===== src/rtl/fft_frame_ctrl_pkg.sv =====
// Shared FFT control definitions: sequencer state encoding, Avalon-ST error codes, default length.
// Pure declarations; no timing or flow-control behaviour of its own.
package fft_ctrl_pkg;

  typedef enum logic [1:0] {
    ST_IDLE  = 2'd0,
    ST_FEED  = 2'd1,
    ST_DRAIN = 2'd2,
    ST_GAP   = 2'd3
  } state_t;

  // Error codes reported by the FFT core on its source interface
  localparam logic [1:0] ERR_NONE        = 2'b00;
  localparam logic [1:0] ERR_MISSING_SOP = 2'b01;
  localparam logic [1:0] ERR_MISSING_EOP = 2'b10;
  localparam logic [1:0] ERR_UNEXP_EOP   = 2'b11;

  localparam int FFT_LEN_DEFAULT = 1024;

endpackage


===== src/rtl/fft_frame_ctrl_if.sv =====
// Avalon-ST sink/source control handshake between the frame sequencer and the FFT core.
// master = sequencer (drives sink framing), slave = FFT core side.
interface fft_frame_ctrl_if;
  logic       sink_valid;
  logic       sink_ready;
  logic       sink_sop;
  logic       sink_eop;
  logic       source_valid;
  logic       source_eop;
  logic [1:0] source_error;

  modport master (
    output sink_valid, sink_sop, sink_eop,
    input  sink_ready, source_valid, source_eop, source_error
  );

  modport slave (
    input  sink_valid, sink_sop, sink_eop,
    output sink_ready, source_valid, source_eop, source_error
  );
endinterface


===== src/rtl/fft_frame_ctrl_beat_cnt.sv =====
// Beat index counter with enable/clear, wrapping to 0 after LAST; last is a combinational compare.
// Index updates one cycle after en; no backpressure of its own (caller gates en).
module fft_beat_cnt #(
  parameter int CNT_W = 16,
  parameter int LAST  = 1023
) (
  input  logic             clk,
  input  logic             rst_n,
  input  logic             en,
  input  logic             clr,
  output logic [CNT_W-1:0] idx,
  output logic             last
);

  localparam logic [CNT_W-1:0] LAST_IDX = CNT_W'(LAST);

  assign last = (idx == LAST_IDX);

  always_ff @(posedge clk or negedge rst_n) begin
    if (!rst_n) begin
      idx <= '0;
    end else if (clr) begin
      idx <= '0;
    end else if (en) begin
      idx <= last ? '0 : idx + 1'b1;
    end
  end

endmodule


===== src/rtl/fft_frame_ctrl.sv =====
// Frames samples into FRAME_LEN-beat packets for the FFT sink, one frame in flight, optional gap.
// Framing outputs registered (first beat the cycle after start); sink_ready=0 holds the current beat.
module fft_frame_ctrl
  import fft_ctrl_pkg::*;
#(
  parameter int FRAME_LEN  = FFT_LEN_DEFAULT,
  parameter int GAP_CYCLES = 0,
  parameter int CNT_W      = 16,
  parameter int FCNT_W     = 16
) (
  input  logic              clk,
  input  logic              rst_n,
  input  logic              start,
  input  logic              cont_mode,
  fft_frame_ctrl_if.master  fft,
  output logic              sample_adv,
  output logic              busy,
  output logic              frame_done,
  output logic [FCNT_W-1:0] frame_cnt,
  output logic              err
);

  localparam logic [CNT_W-1:0] GAP_LAST = CNT_W'((GAP_CYCLES > 0) ? GAP_CYCLES - 1 : 0);
  localparam logic [CNT_W-1:0] PRE_LAST = CNT_W'(FRAME_LEN - 2);

  state_t           state;
  logic             sink_valid;
  logic             sink_sop;
  logic             sink_eop;
  logic [CNT_W-1:0] idx;
  logic [CNT_W-1:0] gap_cnt;
  logic             last_beat;
  logic             accept;
  logic             src_eop;

  assign accept           = sink_valid & fft.sink_ready;
  assign sample_adv       = accept;
  assign src_eop          = fft.source_valid & fft.source_eop;
  assign fft.sink_valid   = sink_valid;
  assign fft.sink_sop     = sink_sop;
  assign fft.sink_eop     = sink_eop;

  fft_beat_cnt #(
    .CNT_W (CNT_W),
    .LAST  (FRAME_LEN - 1)
  ) u_beat_cnt (
    .clk   (clk),
    .rst_n (rst_n),
    .en    (accept && (state == ST_FEED)),
    .clr   (state != ST_FEED),
    .idx   (idx),
    .last  (last_beat)
  );

  always_ff @(posedge clk or negedge rst_n) begin
    if (!rst_n) begin
      state      <= ST_IDLE;
      sink_valid <= 1'b0;
      sink_sop   <= 1'b0;
      sink_eop   <= 1'b0;
      busy       <= 1'b0;
      frame_done <= 1'b0;
      frame_cnt  <= '0;
      err        <= 1'b0;
      gap_cnt    <= '0;
    end else begin
      frame_done <= 1'b0;
      if (fft.source_valid && (fft.source_error != ERR_NONE)) begin
        err <= 1'b1;
      end

      case (state)
        ST_IDLE: begin
          // An accepted start takes priority over any error seen the same cycle
          if (start) begin
            state      <= ST_FEED;
            sink_valid <= 1'b1;
            sink_sop   <= 1'b1;
            sink_eop   <= 1'b0;
            busy       <= 1'b1;
            err        <= 1'b0;
          end
        end

        ST_FEED: begin
          if (accept) begin
            sink_sop <= 1'b0;
            if (last_beat) begin
              state      <= ST_DRAIN;
              sink_valid <= 1'b0;
              sink_eop   <= 1'b0;
            end else begin
              sink_eop <= (idx == PRE_LAST);
            end
          end
        end

        ST_DRAIN: begin
          if (src_eop) begin
            frame_done <= 1'b1;
            frame_cnt  <= frame_cnt + 1'b1;
            if (!cont_mode) begin
              state <= ST_IDLE;
              busy  <= 1'b0;
            end else if (GAP_CYCLES > 0) begin
              state   <= ST_GAP;
              gap_cnt <= '0;
            end else begin
              state      <= ST_FEED;
              sink_valid <= 1'b1;
              sink_sop   <= 1'b1;
            end
          end
        end

        ST_GAP: begin
          if (gap_cnt == GAP_LAST) begin
            gap_cnt <= '0;
            if (cont_mode) begin
              state      <= ST_FEED;
              sink_valid <= 1'b1;
              sink_sop   <= 1'b1;
            end else begin
              state <= ST_IDLE;
              busy  <= 1'b0;
            end
          end else begin
            gap_cnt <= gap_cnt + 1'b1;
          end
        end

        default: begin
          state <= ST_IDLE;
          busy  <= 1'b0;
        end
      endcase
    end
  end

endmodule


===== src/flat_wrapper.sv =====
// flat-port wrapper written by rule: the top's interface ports become plain ports
module fft_frame_ctrl_flat import fft_ctrl_pkg::*;
#(
  parameter int FRAME_LEN  = FFT_LEN_DEFAULT,
  parameter int GAP_CYCLES = 0,
  parameter int CNT_W      = 16,
  parameter int FCNT_W     = 16
)
  (clk, rst_n, start, cont_mode, sample_adv, busy, frame_done, frame_cnt, err, fft_sink_valid, fft_sink_sop, fft_sink_eop, fft_sink_ready, fft_source_valid, fft_source_eop, fft_source_error);
  fft_frame_ctrl_if fft_i ();
  input  logic clk;
  input  logic rst_n;
  input  logic start;
  input  logic cont_mode;
  output logic sample_adv;
  output logic busy;
  output logic frame_done;
  output logic [FCNT_W-1:0] frame_cnt;
  output logic err;
  output wire logic [$bits(fft_i.sink_valid)-1:0] fft_sink_valid;
  output wire logic [$bits(fft_i.sink_sop)-1:0] fft_sink_sop;
  output wire logic [$bits(fft_i.sink_eop)-1:0] fft_sink_eop;
  input wire logic [$bits(fft_i.sink_ready)-1:0] fft_sink_ready;
  input wire logic [$bits(fft_i.source_valid)-1:0] fft_source_valid;
  input wire logic [$bits(fft_i.source_eop)-1:0] fft_source_eop;
  input wire logic [$bits(fft_i.source_error)-1:0] fft_source_error;
  assign fft_sink_valid = fft_i.sink_valid;
  assign fft_sink_sop = fft_i.sink_sop;
  assign fft_sink_eop = fft_i.sink_eop;
  assign fft_i.sink_ready = fft_sink_ready;
  assign fft_i.source_valid = fft_source_valid;
  assign fft_i.source_eop = fft_source_eop;
  assign fft_i.source_error = fft_source_error;
  fft_frame_ctrl #(.FRAME_LEN(FRAME_LEN), .GAP_CYCLES(GAP_CYCLES), .CNT_W(CNT_W), .FCNT_W(FCNT_W)) u_core (.clk(clk), .rst_n(rst_n), .start(start), .cont_mode(cont_mode), .fft(fft_i), .sample_adv(sample_adv), .busy(busy), .frame_done(frame_done), .frame_cnt(frame_cnt), .err(err));
endmodule

===== config.mk =====
export PLATFORM = sky130hd
export DESIGN_NAME = fft_frame_ctrl_flat
export DESIGN_NICKNAME = d
export VERILOG_FILES = /design/src/rtl/fft_frame_ctrl_pkg.sv /design/src/rtl/fft_frame_ctrl_if.sv /design/src/rtl/fft_frame_ctrl_beat_cnt.sv /design/src/rtl/fft_frame_ctrl.sv /design/src/flat_wrapper.sv
export SDC_FILE = /design/constraint.sdc
export NUM_CORES = 1
export LEC_CHECK = 0
export ABC_AREA = 0
export CORE_MARGIN = 5
export CORE_UTILIZATION = 49
export CTS_BUF_LIST = sky130_fd_sc_hd__clkbuf_16
export DETAILED_ROUTE_END_ITERATION = 8
export GPL_TIMING_DRIVEN = 0
export PLACE_DENSITY_LB_ADDON = 0.1
export SLEW_MARGIN = 20
export SYNTH_ARGS = -nofsm -noshare
export SYNTH_HDL_FRONTEND = slang
export SYNTH_HIERARCHICAL = 1
export SYNTH_SLANG_ARGS = --single-unit

===== constraint.sdc =====
create_clock -name clk -period 2.64 [get_ports clk]
set_clock_uncertainty 0.2 [all_clocks]
set_input_delay 0.528 -clock clk [delete_from_list [all_inputs] [get_ports clk]]
set_output_delay 0.528 -clock clk [all_outputs]
set_load 0.02 [all_outputs]

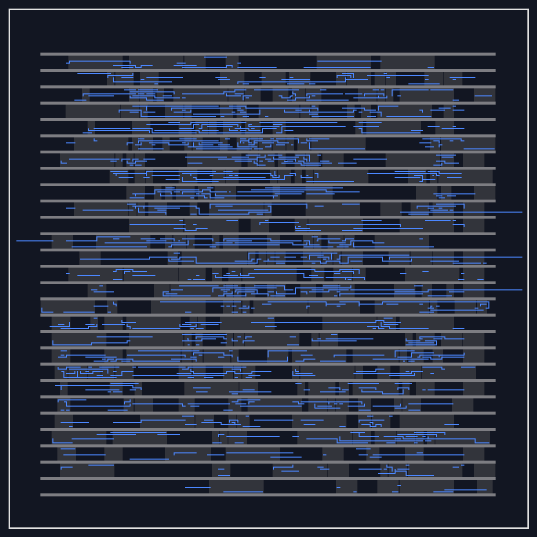
Run 1: the metal 1 layer
Drawn at 6 px/µm. Supply wires on this layer in gray.
nets with wire on the layer = 290
share of all routed wire = 48%
longest straight run = 22.1 µm
wire length on this layer = 2790 µm

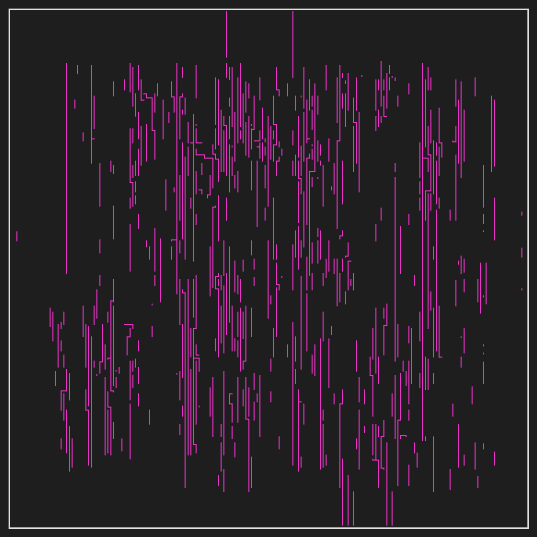
Run 1: M2 wires
Drawn at 6 px/µm.
main direction = vertical
wire length on this layer = 2590 µm
share of all routed wire = 44%

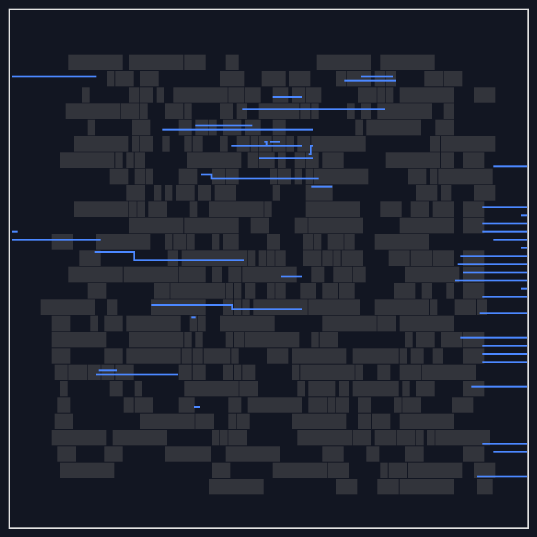
Run 1: metal 3
Drawn at 6 px/µm.
share of all routed wire = 6.5%
nets with wire on the layer = 38
wire length on this layer = 378 µm

==> changes_impl.md, run 1 <==
## Flow update

- Outcome: completed
- Met3 wire length: roughly 380 µm
- Slew headroom: 0.530
- # Cells Yosys: 279
- Comb pwr share: 0.076
- Std-Cell Rows: 27
- Power Density: around 540 nW/µm²
- R2R setup slack: 200 ps
- Startpoint Class: primary input
- P_int: approximately 1.4 mW
- Ys flops: around 56
- Worst hold slack: roughly 86 ps
- OpenROAD warnings: 27
- Worst Path Max Fanout: 3
- Cell area after placement: about 3200 µm²
- Reg clk slew, reported paths: approximately 70 ps
- Comb area: approximately 1400 µm²
- H-Tree Depth: 2
- DRT Pass-1 Iters: 4
- Top sig layer: met4
- Tap cells: about 70
- Non-CTS inverters: 13
- Critical Path Most Common Cell: clkdlybuf4s50_1
- WP buf/inv: 3
- Input/output buffers: 31
- Final core utilization: 0.612
- Final period utilization: 0.970
- Pins Over Slew Limit: 0
- DP Cell Count: around 380
- Final worst-path setup slack: approximately 80 ps
- Largest regs: u_core/frame_cnt (16), u_core/gap_cnt (16), u_core/u_beat_cnt/idx (16)
- Nonclk buf count: 36
- CTS tree: done
- CTS root buf: clkbuf_16
- Wl on met1: about 2800 µm
- Slowest CP cell: clkdlybuf4s50_1
- Sw frac: 0.233
- Routed via count: roughly 2200
- Net Count, Synth: slightly below 300
- Post-Layout Inst Area: between 3000 and 4000 µm²
- GR Layer Usage met2: 0.263
- Aoi share: 0.0650
- Remaining global-route overflow: 0
- DP Worst Slack: around 83 ps
- Die X: approximately 86 µm
- Num sequential: about 56
- Fin cells: slightly below 400
- Sequential power share: 0.524
- Gr busiest metal: met2
- Worst Setup EP: sample_adv
Run 1, clock distribution:
Drawn at 3 px/µm.
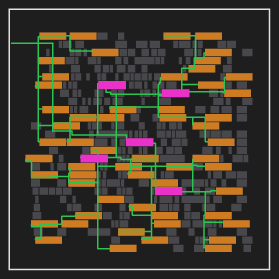

--- run 2 (diff from run 1) ---
- PLACE_DENSITY_LB_ADDON: 0.1 -> 0.12
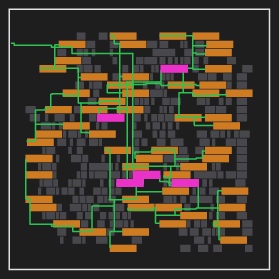
Run 2: clock distribution
Drawn at 3 px/µm.
flip-flops -> orange  # count 56
clock-net drivers -> magenta  # count 5
clock wires -> green  # length 702 µm
flops lie = widely spread
routed clock nets = 6

==> changes_impl.md, run 2 <==
## Flow update

- Outcome: completed
- Final worst-path setup slack: 100 ps (+20.2 ps)
- Largest regs: u_core/frame_cnt (16), u_core/gap_cnt (16), u_core/u_beat_cnt/idx (16)
- Tap cells: 72 (unchanged)
- Sequential power share: 0.553 (+0.029)
- Die X: 86.2 µm (unchanged)
- Slowest CP cell: clkdlybuf4s50_1
- Net Count, Synth: 292 (unchanged)
- Top sig layer: met4
- DP Worst Slack: 111 ps (+27.7 ps)
- P_int: 1.30 mW (-7.0%)
- Wl on met1: 2820 µm (+1.1%)
- Comb pwr share: 0.080 (+0.004)
- Startpoint Class: primary input
- Worst Setup EP: sample_adv
- Slew headroom: 0.537 (+0.00729)
- GR Layer Usage met2: 0.256 (-0.00701)
- Routed via count: 2160 (-0.37%)
- OpenROAD warnings: 27 (unchanged)
- Num sequential: 56 (unchanged)
- Critical Path Most Common Cell: clkdlybuf4s50_1
- Std-Cell Rows: 27 (unchanged)
- # Cells Yosys: 279 (unchanged)
- CTS root buf: clkbuf_16
- Ys flops: 56 (unchanged)
- Reg clk slew, reported paths: 70 ps (about the same)
- DP Cell Count: 382 (unchanged)
- CTS tree: done
- DRT Pass-1 Iters: 4 (unchanged)
- Post-Layout Inst Area: 3390 µm² (-0.70%)
- Input/output buffers: 31 (unchanged)
- Worst Path Max Fanout: 3 (unchanged)
- Comb area: 1370 µm² (unchanged)
- Worst hold slack: 74.3 ps (-11.8 ps)
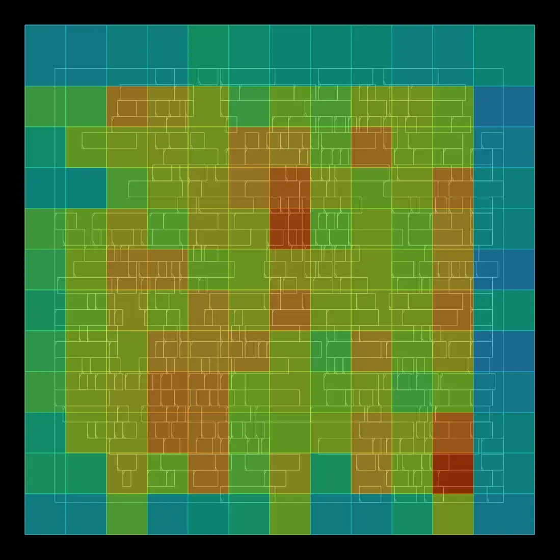
Run 2: routing congestion map
GRT Util Overall: 0.162
GR Util met1: 0.225
final core utilization: 0.607
met3 global-route usage: 0.0333

Run 2, M2 wires:
Drawn at 6 px/µm.
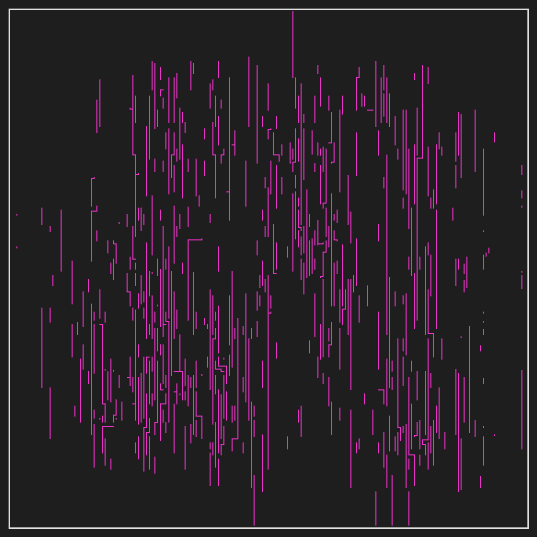

--- run 3 (diff from run 2) ---
- SLEW_MARGIN: 20 -> default
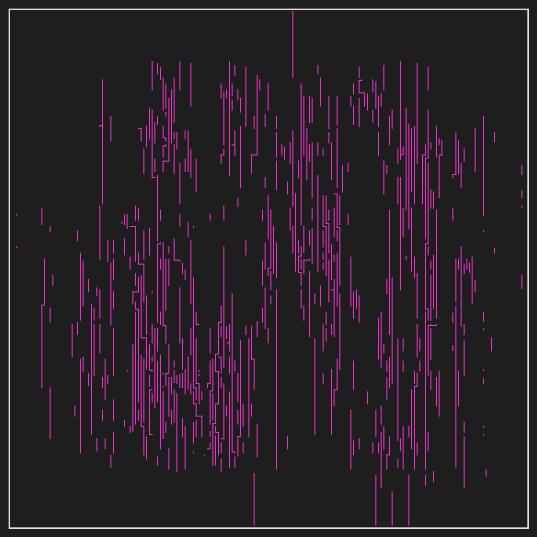
Run 3: M2 wires
Drawn at 6 px/µm.
main direction = vertical
wire length on this layer = 2410 µm

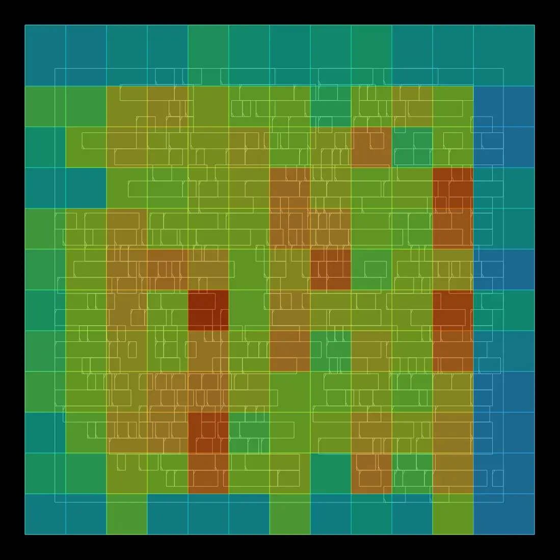
Run 3: routing congestion map
met3 global-route usage: 0.0304
wire per inst: 14.2 µm
GRT Util Overall: 0.158
GR Util met1: 0.230
final core utilization: 0.615

==> changes_impl.md, run 3 <==
## Flow update

- Synth top cell by count: dfrtp_1
- Clkbuf count: 5
- OpenROAD warnings: 27 (unchanged)
- # Cells Yosys: 279 (unchanged)
- Routed via count: 2143 (-0.79%)
- Outcome: completed
- FF-to-FF path depth: 7
- Startpoint Class: primary input
- Post-Layout Inst Area: 3430 µm² (+1.3%)
- Worst Setup EP: sample_adv
- Mapped Cells: about 280
- Worst Path Max Fanout: 3 (unchanged)
- P_int: 1.41 mW (+7.9%)
- Die X: 86.2 µm (unchanged)
- Final worst-path setup slack: 99.1 ps (-1.16 ps)
- Std-Cell Rows: 27 (unchanged)
- Reg clk slew, reported paths: 70 ps (about the same)
- Tap cells: 72 (unchanged)
- Total power: around 1.8 mW
- DP Cell Count: 383 (+0.26%)
- Num sequential: 56 (unchanged)
- Antenna violations before repair: 0
- Ys flops: 56 (unchanged)
- GR Layer Usage met2: 0.238 (-0.0182)
- CTS tree: done
- DP Worst Slack: 104 ps (-7.40 ps)
- MI comb cells: approximately 200
- Largest regs: u_core/frame_cnt (16), u_core/gap_cnt (16), u_core/u_beat_cnt/idx (16)
- Number of buffers added for setup after CTS: 0
- Comb pwr share: 0.077 (-0.003)
- Wl on met1: 2760 µm (-2.4%)
- Top cells by count, synth: 56 x dfrtp_1, 35 x nand2_1, 28 x xnor2_1, 21 x nor2_1, 16 x nand3_1
- Sequential power share: 0.520 (-0.033)
- Comb area: 1370 µm² (unchanged)
- Critical Path Most Common Cell: clkdlybuf4s50_1
- Yosys synthesis chip area: ~2800 µm²
- Top sig layer: met4
- Net Count, Synth: 292 (unchanged)
- CTS root buf: clkbuf_16
- Worst hold slack: 38.2 ps (-36.1 ps)
- DRT Pass-1 Iters: 4 (unchanged)
Power and IR drop assume default switching activity.
